### src/rtl/param_dp_ram_ctrl_if.sv
// Bus bundle for param_dp_ram_ctrl: write port, read port and status strobes.
// The master drives the write and read requests. The slave returns the read data and status.
interface param_dp_ram_ctrl_if #(
  parameter int DATA_W = 8,
  parameter int ADDR_W = 4
);
  logic              we;
  logic [ADDR_W-1:0] inaddr;
  logic [DATA_W-1:0] din;
  logic              re;
  logic [ADDR_W-1:0] outaddr;
  logic [DATA_W-1:0] dout;
  logic              dout_vld;
  logic              busy;
  logic              wr_drop;

  modport master (
    output we, inaddr, din, re, outaddr,
    input  dout, dout_vld, busy, wr_drop
  );

  modport slave (
    input  we, inaddr, din, re, outaddr,
    output dout, dout_vld, busy, wr_drop
  );
endinterface

### src/rtl/param_dp_ram_ctrl.sv
// Parametrised simple-dual-port RAM with a post-reset clear sequencer,
// a registered read with a valid strobe, selectable read-during-write and write-drop reporting.
module param_dp_ram_ctrl #(
  parameter int                DATA_W   = 8,
  parameter int                ADDR_W   = 4,
  parameter int                RDW_MODE = 0,
  parameter logic [DATA_W-1:0] INIT_VAL = {DATA_W{1'b0}}
) (
  input  logic                 i_clk,
  input  logic                 i_rst,
  param_dp_ram_ctrl_if.slave   bus
);

  localparam int                DEPTH     = 2 ** ADDR_W;
  localparam logic [ADDR_W-1:0] LAST_ADDR = ADDR_W'(DEPTH - 1);

  typedef enum logic [0:0] {
    ST_CLEAR = 1'b0,
    ST_READY = 1'b1
  } state_t;

  state_t            r_state;
  state_t            w_state_nxt;
  logic [ADDR_W-1:0] r_clr_ptr;
  logic [ADDR_W-1:0] w_clr_ptr_nxt;
  logic [DATA_W-1:0] r_mem [DEPTH];
  logic [DATA_W-1:0] r_dout;
  logic [DATA_W-1:0] w_dout_nxt;
  logic              r_dout_vld;
  logic              w_dout_vld_nxt;
  logic              r_busy;
  logic              w_busy_nxt;
  logic              r_wr_drop;
  logic              w_wr_drop_nxt;
  logic              w_mem_we;
  logic [ADDR_W-1:0] w_mem_addr;
  logic [DATA_W-1:0] w_mem_data;
  logic [DATA_W-1:0] w_rd_data;

  // Next-state, memory write port steering and next output values
  always_comb begin
    w_state_nxt    = r_state;
    w_clr_ptr_nxt  = r_clr_ptr;
    w_busy_nxt     = r_busy;
    w_dout_nxt     = r_dout;
    w_dout_vld_nxt = 1'b0;
    w_wr_drop_nxt  = 1'b0;
    w_mem_we       = 1'b0;
    w_mem_addr     = bus.inaddr;
    w_mem_data     = bus.din;
    // Same-address bypass only when the new-data policy is selected
    if ((RDW_MODE != 0) && bus.we && (bus.inaddr == bus.outaddr)) begin
      w_rd_data = bus.din;
    end else begin
      w_rd_data = r_mem[bus.outaddr];
    end
    case (r_state)
      ST_CLEAR: begin
        w_mem_we      = 1'b1;
        w_mem_addr    = r_clr_ptr;
        w_mem_data    = INIT_VAL;
        w_clr_ptr_nxt = r_clr_ptr + ADDR_W'(1'b1);
        w_wr_drop_nxt = bus.we;
        if (r_clr_ptr == LAST_ADDR) begin
          w_state_nxt = ST_READY;
          w_busy_nxt  = 1'b0;
        end else begin
          w_state_nxt = ST_CLEAR;
          w_busy_nxt  = 1'b1;
        end
      end
      ST_READY: begin
        w_state_nxt    = ST_READY;
        w_busy_nxt     = 1'b0;
        w_mem_we       = bus.we;
        w_dout_vld_nxt = bus.re;
        if (bus.re) begin
          w_dout_nxt = w_rd_data;
        end else begin
          w_dout_nxt = r_dout;
        end
      end
      default: begin
        w_state_nxt   = ST_CLEAR;
        w_clr_ptr_nxt = {ADDR_W{1'b0}};
        w_busy_nxt    = 1'b1;
      end
    endcase
  end

  // State, clear pointer and output registers with synchronous reset
  always_ff @(posedge i_clk) begin
    if (i_rst) begin
      r_state    <= ST_CLEAR;
      r_clr_ptr  <= {ADDR_W{1'b0}};
      r_dout     <= {DATA_W{1'b0}};
      r_dout_vld <= 1'b0;
      r_wr_drop  <= 1'b0;
      r_busy     <= 1'b1;
    end else begin
      r_state    <= w_state_nxt;
      r_clr_ptr  <= w_clr_ptr_nxt;
      r_dout     <= w_dout_nxt;
      r_dout_vld <= w_dout_vld_nxt;
      r_wr_drop  <= w_wr_drop_nxt;
      r_busy     <= w_busy_nxt;
    end
  end

  // Storage array; contents are only ever initialised by the clear sequencer
  always_ff @(posedge i_clk) begin
    if (!i_rst && w_mem_we) begin
      r_mem[w_mem_addr] <= w_mem_data;
    end
  end

  assign bus.dout     = r_dout;
  assign bus.dout_vld = r_dout_vld;
  assign bus.busy     = r_busy;
  assign bus.wr_drop  = r_wr_drop;

endmodule

### src/flat_wrapper.sv
// flat-port wrapper written by rule: the top's interface ports become plain ports
module param_dp_ram_ctrl_flat 
#(
  parameter int                DATA_W   = 8,
  parameter int                ADDR_W   = 4,
  parameter int                RDW_MODE = 0,
  parameter logic [DATA_W-1:0] INIT_VAL = {DATA_W{1'b0}}
)
  (i_clk, i_rst, bus_we, bus_inaddr, bus_din, bus_re, bus_outaddr, bus_dout, bus_dout_vld, bus_busy, bus_wr_drop);
  param_dp_ram_ctrl_if #(.DATA_W(DATA_W), .ADDR_W(ADDR_W)) bus_i ();
  input  logic i_clk;
  input  logic i_rst;
  input wire logic [$bits(bus_i.we)-1:0] bus_we;
  input wire logic [$bits(bus_i.inaddr)-1:0] bus_inaddr;
  input wire logic [$bits(bus_i.din)-1:0] bus_din;
  input wire logic [$bits(bus_i.re)-1:0] bus_re;
  input wire logic [$bits(bus_i.outaddr)-1:0] bus_outaddr;
  output wire logic [$bits(bus_i.dout)-1:0] bus_dout;
  output wire logic [$bits(bus_i.dout_vld)-1:0] bus_dout_vld;
  output wire logic [$bits(bus_i.busy)-1:0] bus_busy;
  output wire logic [$bits(bus_i.wr_drop)-1:0] bus_wr_drop;
  assign bus_i.we = bus_we;
  assign bus_i.inaddr = bus_inaddr;
  assign bus_i.din = bus_din;
  assign bus_i.re = bus_re;
  assign bus_i.outaddr = bus_outaddr;
  assign bus_dout = bus_i.dout;
  assign bus_dout_vld = bus_i.dout_vld;
  assign bus_busy = bus_i.busy;
  assign bus_wr_drop = bus_i.wr_drop;
  param_dp_ram_ctrl #(.DATA_W(DATA_W), .ADDR_W(ADDR_W), .RDW_MODE(RDW_MODE), .INIT_VAL(INIT_VAL)) u_core (.i_clk(i_clk), .i_rst(i_rst), .bus(bus_i));
endmodule
### config.mk
export PLATFORM = sky130hd
export DESIGN_NAME = param_dp_ram_ctrl_flat
export DESIGN_NICKNAME = d
export VERILOG_FILES = /design/src/rtl/param_dp_ram_ctrl_if.sv /design/src/rtl/param_dp_ram_ctrl.sv /design/src/flat_wrapper.sv
export SDC_FILE = /design/constraint.sdc
export NUM_CORES = 1
export LEC_CHECK = 0
export CAP_MARGIN = 0
export CELL_PAD_IN_SITES_DETAIL_PLACEMENT = 1
export CELL_PAD_IN_SITES_GLOBAL_PLACEMENT = 2
export CORE_MARGIN = 8
export CORE_UTILIZATION = 45
export CTS_BUF_LIST = sky130_fd_sc_hd__clkbuf_16
export CTS_CLUSTER_SIZE = 8
export DETAILED_ROUTE_END_ITERATION = 8
export PLACE_DENSITY_LB_ADDON = 0.1
export SLEW_MARGIN = 5
export SYNTH_ARGS = -nofsm -noshare
export SYNTH_HDL_FRONTEND = slang
export SYNTH_SLANG_ARGS = --single-unit
export TNS_END_PERCENT = 10
### constraint.sdc
create_clock -name i_clk -period 3.1 [get_ports i_clk]
set_input_delay 0.465 -clock i_clk [delete_from_list [all_inputs] [get_ports i_clk]]
set_output_delay 0.465 -clock i_clk [all_outputs]
set_load 0.03 [all_outputs]
==> changes_impl.md <==
### Implementation results

* Final cell area excluding filler cells at between 6000 and 7000 um2
* Logic gate share of total power at 0.045
* Share of flip-flops with an asynchronous set or reset at 0
* Non-filler cells, final at 541
* Vias in the first global route at between 3000 and 4000
* Post-detail-place hpwl at 8.375 mm
* Ports at 31
* Worst path arrival time at 2200 ps
* Combinational-cell power consumption at roughly 0.18 mW
* Predominant post-synthesis flop cell: edfxtp_1
* Top power consumer group: sequential cells
* Switch share at 0.1995
* Most instantiated logic cell after routing: edfxtp_1
* Final-layout setup total negative slack at 0 ps
* Global-route wire length before repair at 18.82 mm
* Antenna violations before repair at 0
* Beginning of the worst register-to-register path: u_core.r_state
* Crit path required time at between 3000 and 4000 ps
* Critical path origin: u_core.r_state
* Sum of overflow across all layers after global routing at 0
* Fraction of the cycle the final worst path needs at 0.6673
* Max-capacitance violation count at 0
* Cell Count Post-Placement at 510
* Share of post-route cells with drive strength above 1 at 0.2168
* Hold-fix buffer count after cts at 0
* Fillers at 1161
* Final wirelength at 12.35 mm
* Kind of critical path: reg2reg
* Synth area leaders: edfxtp_1, mux4_2, dfxtp_1
* CTS Root Cell: clkbuf_16
* Count of mapped cells out of synthesis at ~300
* Pin count of the biggest net entering global routing at 24
* Path class of the lowest-slack min-delay path: reg2reg
* Transition time at the pin with the least slew margin at between 700 and 800 ps
* Chip area estimate from yosys synthesis at 5670 um2
* Dominant cell type by area after synthesis: edfxtp_1
* CTS H-tree depth at 4
* Final period demand of the worst path at 2069 ps
* Setup Fix Bufs, Post-CTS at 0
* Cell count listed in synth_stat.txt at ~300
* Final count of negative-setup-slack endpoints at 0
* Reg clk slew, reported paths at 50 ps
* Nets in the synthesized netlist at 320
* Achievable frequency at 483.4 MHz
* Post-CTS resize count at 0
* Number of nets with antenna violations after detailed routing at 0
* Tool Warnings at 26
* Area of the die at 16450 um2
* Min-delay src: u_core.bus.dout[0]
* Share of synthesized area occupied by flip-flops and latches at 0.7343
* Clock sinks at 144
* RSZ-0062 raised after global routing: no
* Hold WS at between 400 and 500 ps
* Leakage component of the power at ~2.4 nW
* Ant. Diodes at 0
* Iteration tally of the first detailed-router pass at 4
* Overall track demand over capacity in global routing at 0.1630
* Area inside the core boundary at 12470 um2
* Distinct cell type count of the synthesized netlist at 35
* Tally of yosys warning messages at 0
* Number of failing hold endpoints at the final stage at 0
* Netlist Area Pre-Place at 5670 um2
* Via count of the routed design at 2899
* P_clk at 1.78 mW
* Largest type area fraction at 0.6778
* Via density per instance at 5.359
* Per-cell routed wire length at 22.82 um
* Element type at the critical path start: register
* Peak supply drop at 0.2632 mV
* Outcome: finished, final reports clean
* Total placed instance area at around 6300 um2
* Buffer depth of the longest clock path at 2
* Nets at 378
* Area growth, synth to finish at 19.53%
* Switching component of the power at 0.8150 mW
* Clock tree from TritonCTS: done
* Site Rows at 41
* Internal power at approximately 3.3 mW
* Critical path fanouts, max at 14
* Post-synth tally of flip-flops with integrated enable at 128
* Share of total power in sequential cells at 0.519
* Kind of end point of the critical path: register
* Post-Place Worst Slack at 635.3 ps
* Placer Congestion at 0.7316
* Initial core utilization at 0.4549
* Post-synthesis area per instance at 18.96 um2
* PwrDens at between 600 and 700 nW/um2
* Post-layout worst setup margin at 1031 ps
* Ys flops at 144
* Final Max-Slew Violation Tally at 0
* Clock buffers created by TritonCTS at 17
* DR DRC count at 0
* Most frequently placed logic cells in the final layout: edfxtp_1, clkdlybuf4s50_1, nor2_1
* Headroom to the max-slew limit at 0.4947
* PnR Total Power at 4.084 mW
* Most instantiated library cell after synthesis: edfxtp_1
* Iteration-0 DRC count of the detailed router at 204
* Most used standard cells in the synthesized netlist: edfxtp_1, nor2_1, mux4_2, dfxtp_1, mux2i_1
* Clock network fraction of total power at 0.436
## per-layer routing
metal,share of wire,GRT usage,wire length (um),vias to the layer above
met5,0,0,0,-
met4,0.018,0.08601,225,0
met3,0.052,0.04118,641,17
met2,0.47,0.2519,5848,69
met1,0.46,0.2073,5632,1504
li1,-,-,-,1309
## state kept, by name, indices dropped and copies added, names as in the netlist
| register | flops |
|---|---|
| u_core.bus.busy | 1 |
| u_core.bus.dout | 8 |
| u_core.bus.dout_vld | 1 |
| u_core.bus.wr_drop | 1 |
| u_core.r_clr_ptr | 4 |
| u_core.r_mem | 128 |
| u_core.r_state | 1 |
## cell type report
class	instances	area (um2)	area share
Clock buffer	17	425.4	0.06277
Clock inverter	14	87.58	0.01292
Inverter	2	7.507	0.001108
Multi-Input combinational cell	137	1395	0.2058
Sequential cell	144	4164	0.6144
Tap cell	172	215.2	0.03175
Timing Repair Buffer	55	483.0	0.07126
## worst paths after layout
kind / end / slack [ps] / depth (start not counted)
setup / recovery: u_core.r_mem[12][7] / 1030 / 5
hold / removal: u_core.bus.dout[0] / 460 / 2
setup reg to reg: u_core.r_mem[12][7] / 1030 / 5
hold reg to reg: u_core.bus.dout[0] / 460 / 2
## logic make-up after synthesis
group | count (synthesis) | share of synthesized area
adder cells (fa/ha/maj) | 1 | 0.002206
flip-flops | 144 | 0.7343
XOR/XNOR | 2 | 0.003090
multiplexers | 51 | 0.1633
buffers and inverters | 18 | 0.01964
AND/OR/NAND/NOR | 59 | 0.05075
AND-OR/OR-AND | 24 | 0.02670
## worst max-delay path, stage by stage, from the launching register on
cell and delay (ps):
dfxtp_1 610, mux2i_1 300, nor2b_1 200, nand2_1 120, nor2_1 320, buf_4 230
**Clock distribution**

The bar under the picture is 50 um long.
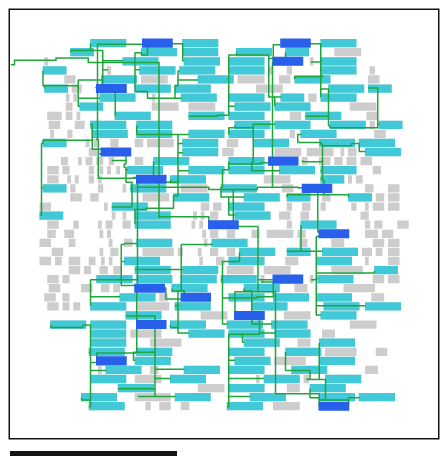
[flip-flops] cyan | count: 144
[clock wires] green | length: 1650 um
[clock drivers] blue | count: 17
routed clock nets: 18
worst skew pair latency: 420 ps
worst-case clock skew: 6.553 ps

**Sequential cells grouped by signal name**

Other sequential cells in the stronger gray, the rest of the logic in the fainter gray.
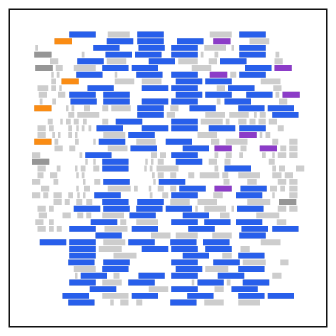
[`u_core.bus.dout`] purple | flops: 8
[`u_core.r_clr_ptr`] orange | flops: 4 | where: top left
[`u_core.r_mem`] blue | flops: 128
not colored: 4
register share of the cell area: 0.6144
final core utilization: 0.5437
power in sequential cells: 2.12 mW
register area: 4164 um2

**Pin placement**

Pins as bars across the die edge, other pins in gray.
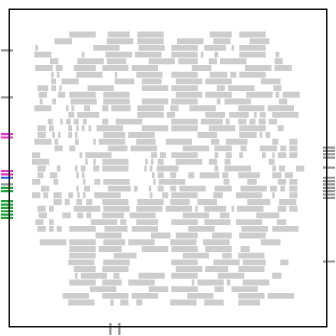
[`bus_din`] green | pins: 8 | direction: input | edge: left
[`bus_inaddr`] magenta | pins: 4 | direction: input | edge: left
[`bus_we`] blue | pins: 1 | direction: input | edge: left
all pins by edge: 16 left, 13 right, 2 bottom
die height: 128.3 um
chip width: 128.3 um
count of input and output buffers: 30

Power figures rest on the tool's default switching activity, not on a simulated workload.
